[src/rtl/grid_game_ctrl.sv]
// grid_game_ctrl: ROWS x COLS board-game controller with move validation, sequential anchor win scan and scan-based P2 opponent
module grid_game_ctrl #(
    parameter int ROWS = 3,
    parameter int COLS = 3,
    parameter int WIN_LEN = 3,
    localparam int N = ROWS * COLS,
    localparam int IW = $clog2(N),
    localparam int CW = $clog2(N + 1)
) (
    input  logic          clk,
    input  logic          reset,
    input  logic          new_game,
    input  logic          game_mode,
    input  logic          move_valid,
    input  logic [IW-1:0] move_idx,
    output logic          move_ready,
    output logic          move_reject,
    output logic [N-1:0]  cell_p1,
    output logic [N-1:0]  cell_p2,
    output logic          p1_turn,
    output logic          p2_turn,
    output logic          p1_win,
    output logic          p2_win,
    output logic          tie,
    output logic [CW-1:0] move_count
);
    typedef enum logic [1:0] {WAIT, CHECK, AI_SCAN, DONE} state_t;
    localparam logic [IW:0]   NUM  = (IW + 1)'(N);
    localparam logic [IW-1:0] LAST = IW'(N - 1);
    localparam logic [CW-1:0] FULL = CW'(N);
    state_t        state;
    logic          p2;
    logic [IW-1:0] ptr;
    logic [N-1:0]  mine;
    logic [N-1:0]  hit;
    logic          illegal;
    // Cells of the WIN_LEN line from anchor a in direction (dr,dc); zero if it leaves the grid.
    function automatic logic [N-1:0] line_mask(int a, int dr, int dc);
        logic [N-1:0] m;
        int r, c, ok;
        m = '0;
        ok = 1;
        for (int i = 0; i < WIN_LEN; i++) begin
            r = a / COLS + i * dr;
            c = a % COLS + i * dc;
            if (r < 0 || r >= ROWS || c < 0 || c >= COLS) ok = 0;
            else m[r * COLS + c] = 1'b1;
        end
        return ok != 0 ? m : '0;
    endfunction
    function automatic logic full(logic [N-1:0] m, logic [N-1:0] b);
        return (|m) && ((b & m) == m);
    endfunction
    assign mine       = p2 ? cell_p2 : cell_p1;
    assign illegal    = ({1'b0, move_idx} >= NUM) || cell_p1[move_idx] || cell_p2[move_idx];
    assign move_ready = state == WAIT;
    assign p1_turn    = !p2 && state != DONE;
    assign p2_turn    = p2 && state != DONE;
    for (genvar a = 0; a < N; a++) begin : g_anchor
        localparam logic [N-1:0] MR  = line_mask(a, 0, 1);
        localparam logic [N-1:0] MD  = line_mask(a, 1, 0);
        localparam logic [N-1:0] MDR = line_mask(a, 1, 1);
        localparam logic [N-1:0] MDL = line_mask(a, 1, -1);
        assign hit[a] = full(MR, mine) || full(MD, mine) || full(MDR, mine) || full(MDL, mine);
    end
    always_ff @(posedge clk) begin
        if (!reset || new_game) begin
            state       <= WAIT;
            cell_p1     <= '0;
            cell_p2     <= '0;
            p2          <= 1'b0;
            ptr         <= '0;
            move_count  <= '0;
            move_reject <= 1'b0;
            p1_win      <= 1'b0;
            p2_win      <= 1'b0;
            tie         <= 1'b0;
        end else begin
            move_reject <= 1'b0;
            case (state)
                WAIT: if (move_valid) begin
                    if (illegal) move_reject <= 1'b1;
                    else begin
                        if (p2) cell_p2[move_idx] <= 1'b1;
                        else cell_p1[move_idx] <= 1'b1;
                        move_count <= move_count + 1'b1;
                        ptr        <= '0;
                        state      <= CHECK;
                    end
                end
                CHECK: if (hit[ptr]) begin
                    if (p2) p2_win <= 1'b1;
                    else p1_win <= 1'b1;
                    state <= DONE;
                end else if (ptr == LAST) begin
                    if (move_count == FULL) begin
                        tie   <= 1'b1;
                        state <= DONE;
                    end else begin
                        p2    <= !p2;
                        ptr   <= '0;
                        state <= (!p2 && game_mode) ? AI_SCAN : WAIT;
                    end
                end else ptr <= ptr + 1'b1;
                AI_SCAN: if (!(cell_p1[ptr] || cell_p2[ptr])) begin
                    cell_p2[ptr] <= 1'b1;
                    move_count   <= move_count + 1'b1;
                    ptr          <= '0;
                    state        <= CHECK;
                end else ptr <= ptr + 1'b1;
                default: ;
            endcase
        end
    end
endmodule

[config.mk]
export PLATFORM = sky130hd
export DESIGN_NAME = grid_game_ctrl
export DESIGN_NICKNAME = d
export VERILOG_FILES = /design/src/rtl/grid_game_ctrl.sv
export SDC_FILE = /design/constraint.sdc
export NUM_CORES = 1
export LEC_CHECK = 0
export CORE_ASPECT_RATIO = 1.1
export CORE_MARGIN = 10
export CORE_UTILIZATION = 57
export CTS_CLUSTER_DIAMETER = 100
export CTS_CLUSTER_SIZE = 14
export DETAILED_ROUTE_END_ITERATION = 10
export GPL_TIMING_DRIVEN = 0
export PLACE_DENSITY = 0.85
export SYNTH_ARGS = -nofsm -noshare
export SYNTH_HDL_FRONTEND = slang
export SYNTH_SLANG_ARGS = --single-unit
export TNS_END_PERCENT = 1
[constraint.sdc]
create_clock -name clk -period 4 [get_ports clk]
set_input_delay 0.6 -clock clk [delete_from_list [all_inputs] [get_ports clk]]
set_output_delay 0.6 -clock clk [all_outputs]
set_load 0.01 [all_outputs]
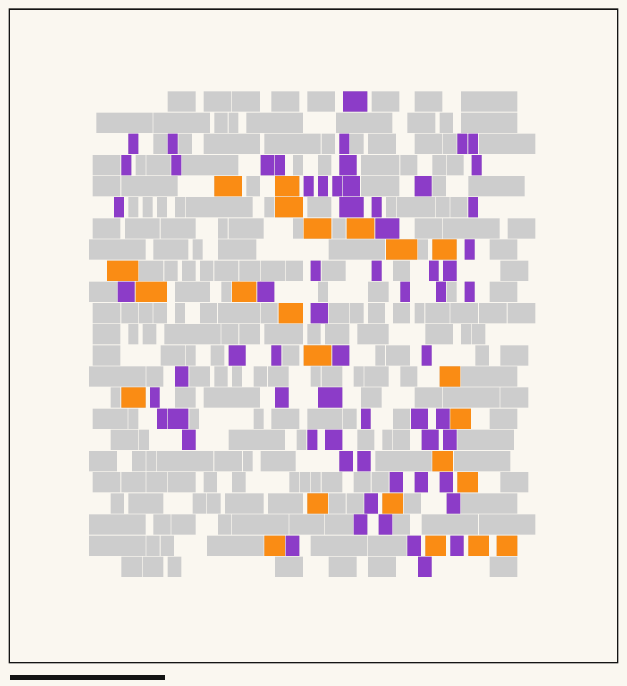
**Above:** gate families picked out.
Scale bar: 20 um.
Orange marks non-inverting ao/oa cells, cells 23. Purple marks nor cells, cells 64.

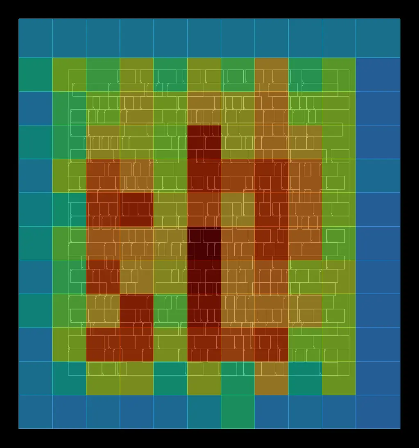
**Above:** routing congestion.
grt met2 use: 0.323
busiest grt layer: met2
DR WL/cell: 17.9 um
post-layout util: 0.732
GRT Resource Usage Total: 0.195

==> results.txt <==
run results: Post-CTS Resized=0, Yosys reg bits=33, first-pass GRT wire length=10600 um, ao+oa area frac=0.287, clock-cell share of area=0.0328, pin count of the biggest net entering global routing=11, clock sink count=33, warnings from Yosys=0, core footprint=0.00360 mm2, CTS HTree Levels=2, met1 Use GR=0.225, Data buffer area share=0.165, dpl hpwl=4880 um, diodes inserted=0, Synth Seq Share=0.313, fa+ha+maj area frac=0.0592, Die Y=83.9 um, clock buffers=7, outcome=complete, no violations, RR Endpoint=ptr[2], switch share=0.259, fmax=367 MHz, setup bufs post-CTS=0, post-synth cell types=58, WL final=6410 um, commonest non-fill, non-tap cells in the layout=clkdlybuf4s50_1 (37), dfxtp_1 (33), nor2_1 (28), final worst slack=1.28 ns, GR Util met3=0.0582
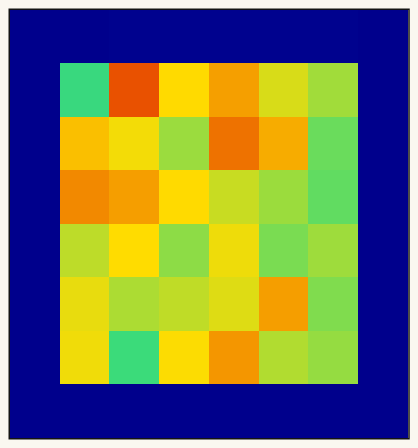
**Above:** placement density heat map.
The die is cut into 8 by 8 equal tiles; dark blue is low, red is high, 0 to 100% covered.
17% of the tiles are over 75% full. 44% of the tiles are nearly empty. The mean over all tiles is 39%. The densest ninth of the die: middle. The fullest tile reaches 91%.

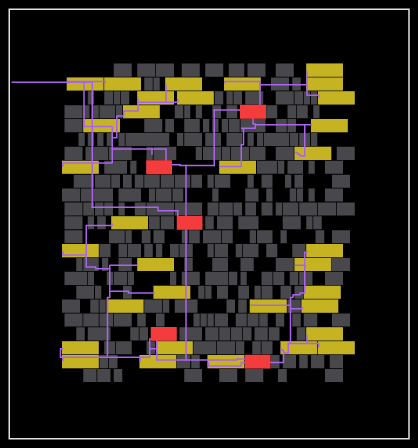
**Above:** routed clock nets over the placement.
Yellow marks flip-flops, count 33. Red marks clock-net drivers, count 5. Purple marks clock wires, length 457 um.
There are 6 routed clock nets. Position of the flops: widely spread.

